**config.mk**
```make
export PLATFORM = sky130hd
export DESIGN_NAME = int_sched
export DESIGN_NICKNAME = d
export VERILOG_FILES = /design/src/rtl/int_sched_pkg.sv /design/src/rtl/int_sched_timer.sv /design/src/rtl/int_sched.sv
export SDC_FILE = /design/constraint.sdc
export NUM_CORES = 1
export LEC_CHECK = 0
export CAP_MARGIN = 15
export CORE_ASPECT_RATIO = 2
export CORE_MARGIN = 2
export CORE_UTILIZATION = 51
export CTS_BUF_LIST = sky130_fd_sc_hd__clkbuf_4
export DETAILED_ROUTE_END_ITERATION = 10
export PLACE_DENSITY = 0.79
export SETUP_SLACK_MARGIN = 0.02
export SLEW_MARGIN = 20
export SYNTH_ARGS = -nofsm -noshare
export SYNTH_HDL_FRONTEND = slang
export SYNTH_SLANG_ARGS = --single-unit
```
**constraint.sdc**
```tcl
create_clock -name clk -period 2.9 [get_ports clk]
set_clock_uncertainty 0.15 [all_clocks]
set_input_delay 0.58 -clock clk [delete_from_list [all_inputs] [get_ports clk]]
set_output_delay 0.58 -clock clk [all_outputs]
set_load 0.005 [all_outputs]
```
**src/rtl/int_sched_pkg.sv**
```systemverilog
// Shared ESTAT.IS bit map, TCFG field positions and scheduler FSM encoding.
// Pure definitions: no logic, no latency, no flow control.
package int_sched_pkg;

    localparam int IS_W       = 13;
    localparam int IS_SWI_LO  = 0;
    localparam int IS_SWI_HI  = 1;
    localparam int IS_HWI_LO  = 2;
    localparam int IS_HWI_HI  = 9;
    localparam int IS_RSVD    = 10;
    localparam int IS_TI      = 11;
    localparam int IS_IPI     = 12;

    localparam int TCFG_EN         = 0;
    localparam int TCFG_PERIODIC   = 1;
    localparam int TCFG_INITVAL_LO = 2;

    typedef enum logic [1:0] {
        ST_IDLE = 2'd0,
        ST_REQ  = 2'd1,
        ST_MASK = 2'd2
    } sched_state_e;

    // IS[10] has no source and always reads as zero.
    function automatic logic [IS_W-1:0] pend_vec(
        input logic [1:0] swi,
        input logic [7:0] hwi,
        input logic       ti,
        input logic       ipi
    );
        logic [IS_W-1:0] v;
        v = '0;
        v[IS_SWI_HI:IS_SWI_LO] = swi;
        v[IS_HWI_HI:IS_HWI_LO] = hwi;
        v[IS_TI]               = ti;
        v[IS_IPI]              = ipi;
        return v;
    endfunction

endpackage

```
**src/rtl/int_sched_timer.sv**
```systemverilog
// Constant timer: TCFG latch, TVAL countdown and TI pending flag; all updates take effect one edge after the write.
// No backpressure: CSR write commits are always accepted.
module int_timer
    import int_sched_pkg::*;
#(
    parameter int TIMER_W = 32
) (
    input  logic               clk,
    input  logic               resetn,
    input  logic               tcfg_we_i,
    input  logic [TIMER_W-1:0] tcfg_wdata_i,
    input  logic               ticlr_we_i,
    input  logic               ticlr_wdata_i,
    output logic [TIMER_W-1:0] tval_o,
    output logic               ti_pending_o
);

    logic               en_q, en_d;
    logic               periodic_q, periodic_d;
    logic [TIMER_W-3:0] initval_q, initval_d;
    logic [TIMER_W-1:0] tval_q, tval_d;
    logic               ti_q, ti_d;
    logic               ti_fire;

    always_comb begin
        en_d       = en_q;
        periodic_d = periodic_q;
        initval_d  = initval_q;
        tval_d     = tval_q;
        ti_fire    = 1'b0;
        if (tcfg_we_i) begin
            en_d       = tcfg_wdata_i[TCFG_EN];
            periodic_d = tcfg_wdata_i[TCFG_PERIODIC];
            initval_d  = tcfg_wdata_i[TIMER_W-1:TCFG_INITVAL_LO];
            tval_d     = {tcfg_wdata_i[TIMER_W-1:TCFG_INITVAL_LO], 2'b00};
        end else if (en_q && tval_q == TIMER_W'(1)) begin
            ti_fire = 1'b1;
            tval_d  = periodic_q ? {initval_q, 2'b00} : '0;
        end else if (en_q && tval_q != '0) begin
            tval_d = tval_q - TIMER_W'(1);
        end
        // A timer expiry on the same edge as a TICLR write keeps the flag set.
        ti_d = ti_fire | (ti_q & ~(ticlr_we_i & ticlr_wdata_i));
    end

    always_ff @(posedge clk) begin
        if (!resetn) begin
            en_q       <= 1'b0;
            periodic_q <= 1'b0;
            initval_q  <= '0;
            tval_q     <= '0;
            ti_q       <= 1'b0;
        end else begin
            en_q       <= en_d;
            periodic_q <= periodic_d;
            initval_q  <= initval_d;
            tval_q     <= tval_d;
            ti_q       <= ti_d;
        end
    end

    assign tval_o       = tval_q;
    assign ti_pending_o = ti_q;

endmodule

```
**src/rtl/int_sched.sv**
```systemverilog
// Interrupt scheduler: HWI sync chain, pending merge and a req/ack FSM toward EX; int_req is a registered output.
// Backpressure: one request outstanding; after ack the block stays masked until CRMD.IE is seen low.
module int_sched
    import int_sched_pkg::*;
#(
    parameter int TIMER_W     = 32,
    parameter int SYNC_STAGES = 2
) (
    input  logic               clk,
    input  logic               resetn,
    input  logic [7:0]         hw_int_in,
    input  logic               ipi_int_in,
    input  logic [1:0]         csr_estat_swi,
    input  logic [12:0]        csr_ecfg_lie,
    input  logic               csr_crmd_ie,
    input  logic               ex_soft_int_gen,
    input  logic               tcfg_we,
    input  logic [TIMER_W-1:0] tcfg_wdata,
    input  logic               ticlr_we,
    input  logic               ticlr_wdata,
    input  logic               flush_in,
    input  logic               int_ack,
    output logic               int_req,
    output logic [10:0]        estat_is_hw,
    output logic [TIMER_W-1:0] tval,
    output logic               ti_pending
);

    logic [SYNC_STAGES-1:0][7:0] hw_sync_q;
    logic                        ipi_q;
    sched_state_e                state_q;
    logic                        int_req_q;
    logic [IS_W-1:0]             pend;
    logic [IS_W-1:0]             lie_eff;
    logic                        take;

    int_timer #(
        .TIMER_W(TIMER_W)
    ) u_timer (
        .clk          (clk),
        .resetn       (resetn),
        .tcfg_we_i    (tcfg_we),
        .tcfg_wdata_i (tcfg_wdata),
        .ticlr_we_i   (ticlr_we),
        .ticlr_wdata_i(ticlr_wdata),
        .tval_o       (tval),
        .ti_pending_o (ti_pending)
    );

    always_ff @(posedge clk) begin
        if (!resetn) begin
            hw_sync_q <= '0;
            ipi_q     <= 1'b0;
        end else begin
            hw_sync_q[0] <= hw_int_in;
            for (int i = 1; i < SYNC_STAGES; i++) begin
                hw_sync_q[i] <= hw_sync_q[i-1];
            end
            ipi_q <= ipi_int_in;
        end
    end

    always_comb begin
        lie_eff          = csr_ecfg_lie;
        lie_eff[IS_RSVD] = 1'b0;
        pend = pend_vec(csr_estat_swi, hw_sync_q[SYNC_STAGES-1], ti_pending, ipi_q);
        take = csr_crmd_ie && ((|(pend & lie_eff)) || ex_soft_int_gen);
    end

    assign estat_is_hw = pend[IS_IPI:IS_HWI_LO];

    // An ack only counts while the request is actually visible to EX.
    always_ff @(posedge clk) begin
        if (!resetn) begin
            state_q   <= ST_IDLE;
            int_req_q <= 1'b0;
        end else begin
            case (state_q)
                ST_IDLE: begin
                    if (take && !flush_in) begin
                        state_q   <= ST_REQ;
                        int_req_q <= 1'b1;
                    end else begin
                        int_req_q <= 1'b0;
                    end
                end
                ST_REQ: begin
                    if (int_ack && int_req_q) begin
                        state_q   <= ST_MASK;
                        int_req_q <= 1'b0;
                    end else if (!take) begin
                        state_q   <= ST_IDLE;
                        int_req_q <= 1'b0;
                    end else begin
                        int_req_q <= !flush_in;
                    end
                end
                ST_MASK: begin
                    int_req_q <= 1'b0;
                    if (!csr_crmd_ie) begin
                        state_q <= ST_IDLE;
                    end
                end
                default: begin
                    state_q   <= ST_IDLE;
                    int_req_q <= 1'b0;
                end
            endcase
        end
    end

    assign int_req = int_req_q;

endmodule

```
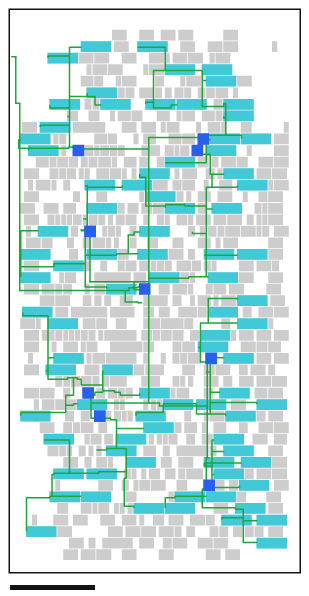
*Clock wires, drivers and flops*
The bar under the picture is 20 um long.
[flip-flops] cyan | count: 85
[clock wires] green | length: 988 um
[clock drivers] blue | count: 9
routed clock nets: 10

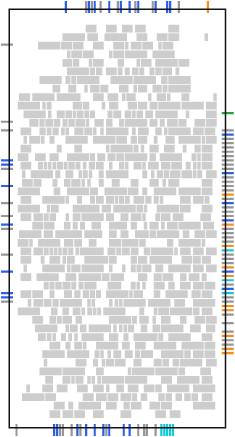
*Pin placement*
Pins as bars across the die edge, other pins in gray.
[`resetn`] green | pins: 1 | direction: input | edge: right
[`hw_int_in`] cyan | pins: 8 | direction: input | edge: 5 bottom, 3 right
[`tcfg_wdata`] blue | pins: 32 | direction: input | edge: 10 top, 9 bottom, 7 left, 6 right
[`estat_is_hw`] orange | pins: 11 | direction: output | edge: 10 right, 1 top
all pins by edge: 52 right, 24 bottom, 18 top, 16 left
Horiz. Die Dim: 68.2 um
Die Y-Extent: 132 um
number of buffers added on ports: 107

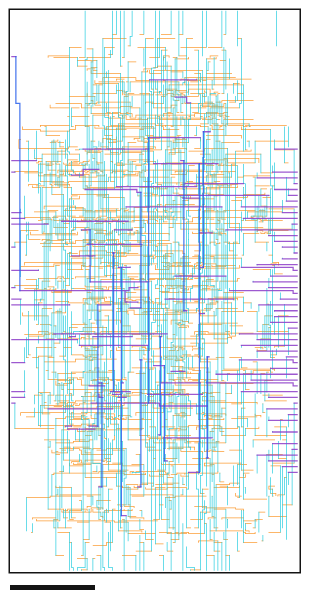
*Metal layers overlaid*
The bar under the picture is 20 um long.
[metal 2] cyan | wire length: 6500 um
[metal 1] orange | wire length: 4210 um
[metal 4] blue | wire length: 542 um
[metal 3] purple | wire length: 918 um
routed len/inst: 17.7 um
GRT Overall Usage: 0.280
Routed WL: 12.2 mm

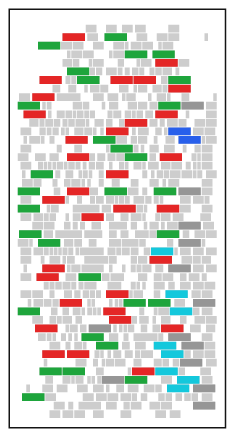
*Where the registers sit*
[`u_timer.tval_o`] red | flops: 32
[`hw_sync_q`] cyan | flops: 8 | where: bottom right
[`u_timer.initval_q`] green | flops: 30 | where: widely spread
[`state_q`] blue | flops: 2

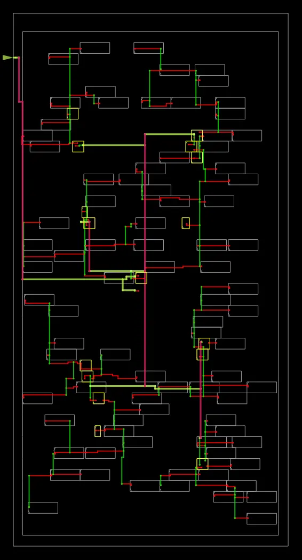
*Clock wiring as the flow saved it*
Clock Sinks: 85
clk pwr: 0.000590 W
CTS buffer count: 9
Flops: 85

==> impl_metrics.py <==
# Flow results
metrics = {
    "sta": {
        "rsz0062_at_grt": "no",
        "hold_violations": 0,
        "hold_slack_ps": 295,
        "worst_slack_ps": 249,
        "slew_headroom": 0.610,
        "drv_slew": 0,
        "min_period_over_period": 0.914,
        "setup_viol": 0,
    },
    "global_routing": {
        "grt_pass1_vias": 4079,
        "grt_use_met1": 0.288,
        "grt-busiest-layer": "met2",
        "grt_use_met2": 0.488,
        "overflow": 0,
        "antenna_found_initial": 1,
        "grt_pass1_wl_mm": 19.4,
    },
    "logic_synthesis": {
        "synthDistinctLibCells": 66,
        "xor_area_frac": 0.0292,
        "synthCells": 480,
        "fa_ha_area_frac": 0.00595,
        "aoi_share": 0.190,
        "ys_warn_count": 0,
        "synth.most_common_cell": "dfxtp_1",
        "ys_cells": 480,
        "ys_chip_area_um2": 4200,
        "async_flop_share": 0,
        "ys_sh_mux": 0.0622,
        "avgSynthCellArea_um2": 8.76,
    },
    "cells_and_area": {
        "final_core_util": 0.693,
        "stdcell_area_um2": 5500,
        "buf_share": 0.235,
        "clock_area_frac": 0.0200,
        "nClkBuffers": 11,
        "logic_area_um2": 2250,
        "comb_cells": 349,
        "largest_reg_flops": 32,
        "fill_cells": 684,
        "stdcell_count": 687,
        "comb_share": 0.409,
        "largestClassByArea": "multi-input combinational cells",
        "diodes": 1,
        "buffers": 134,
    },
    "floorplanning": {
        "fp_util": 0.529,
        "rows": 46,
        "core-area_um2": 7940,
    },
    "critical_path": {
        "crit_fanout": 14,
        "start_kind": "register",
        "cpPeakStageDelay_ps": 500,
        "worstSetupEndpointType": "register",
        "reg2reg_slack_ps": 250,
        "worstSetupPathDepth": 7,
    },
    "power": {
        "powerSeq_w": 0.00130,
        "power_leakage_nw": 2.21,
        "switching_share": 0.302,
        "p_per_area_nw_per_um2": 451,
    },
    "placement": {
        "placedCellCount": 667,
        "placed_area_um2": 5370,
        "pre_cts_slack_ps": 265,
    },
    "outcome": {
        "status": "finished clean",
    },
    "clock_network": {
        "worstSkewPairLatency_ps": 450,
        "cts_buffer_depth": 2,
        "cts_resized": 0,
        "hold_buffers": 0,
    },
    "job": {
        "drv_cap": 0,
    },
    "route": {
        "post_drt_via_cell_ratio": 5.95,
        "route.vias.total": 4090,
        "ant_nets": 0,
        "drc": 0,
    },
    "min_path": {
        "min_from": "hw_sync_q[3]",
    },
}
No activity file was given, so power comes from the tool's default toggle rates.
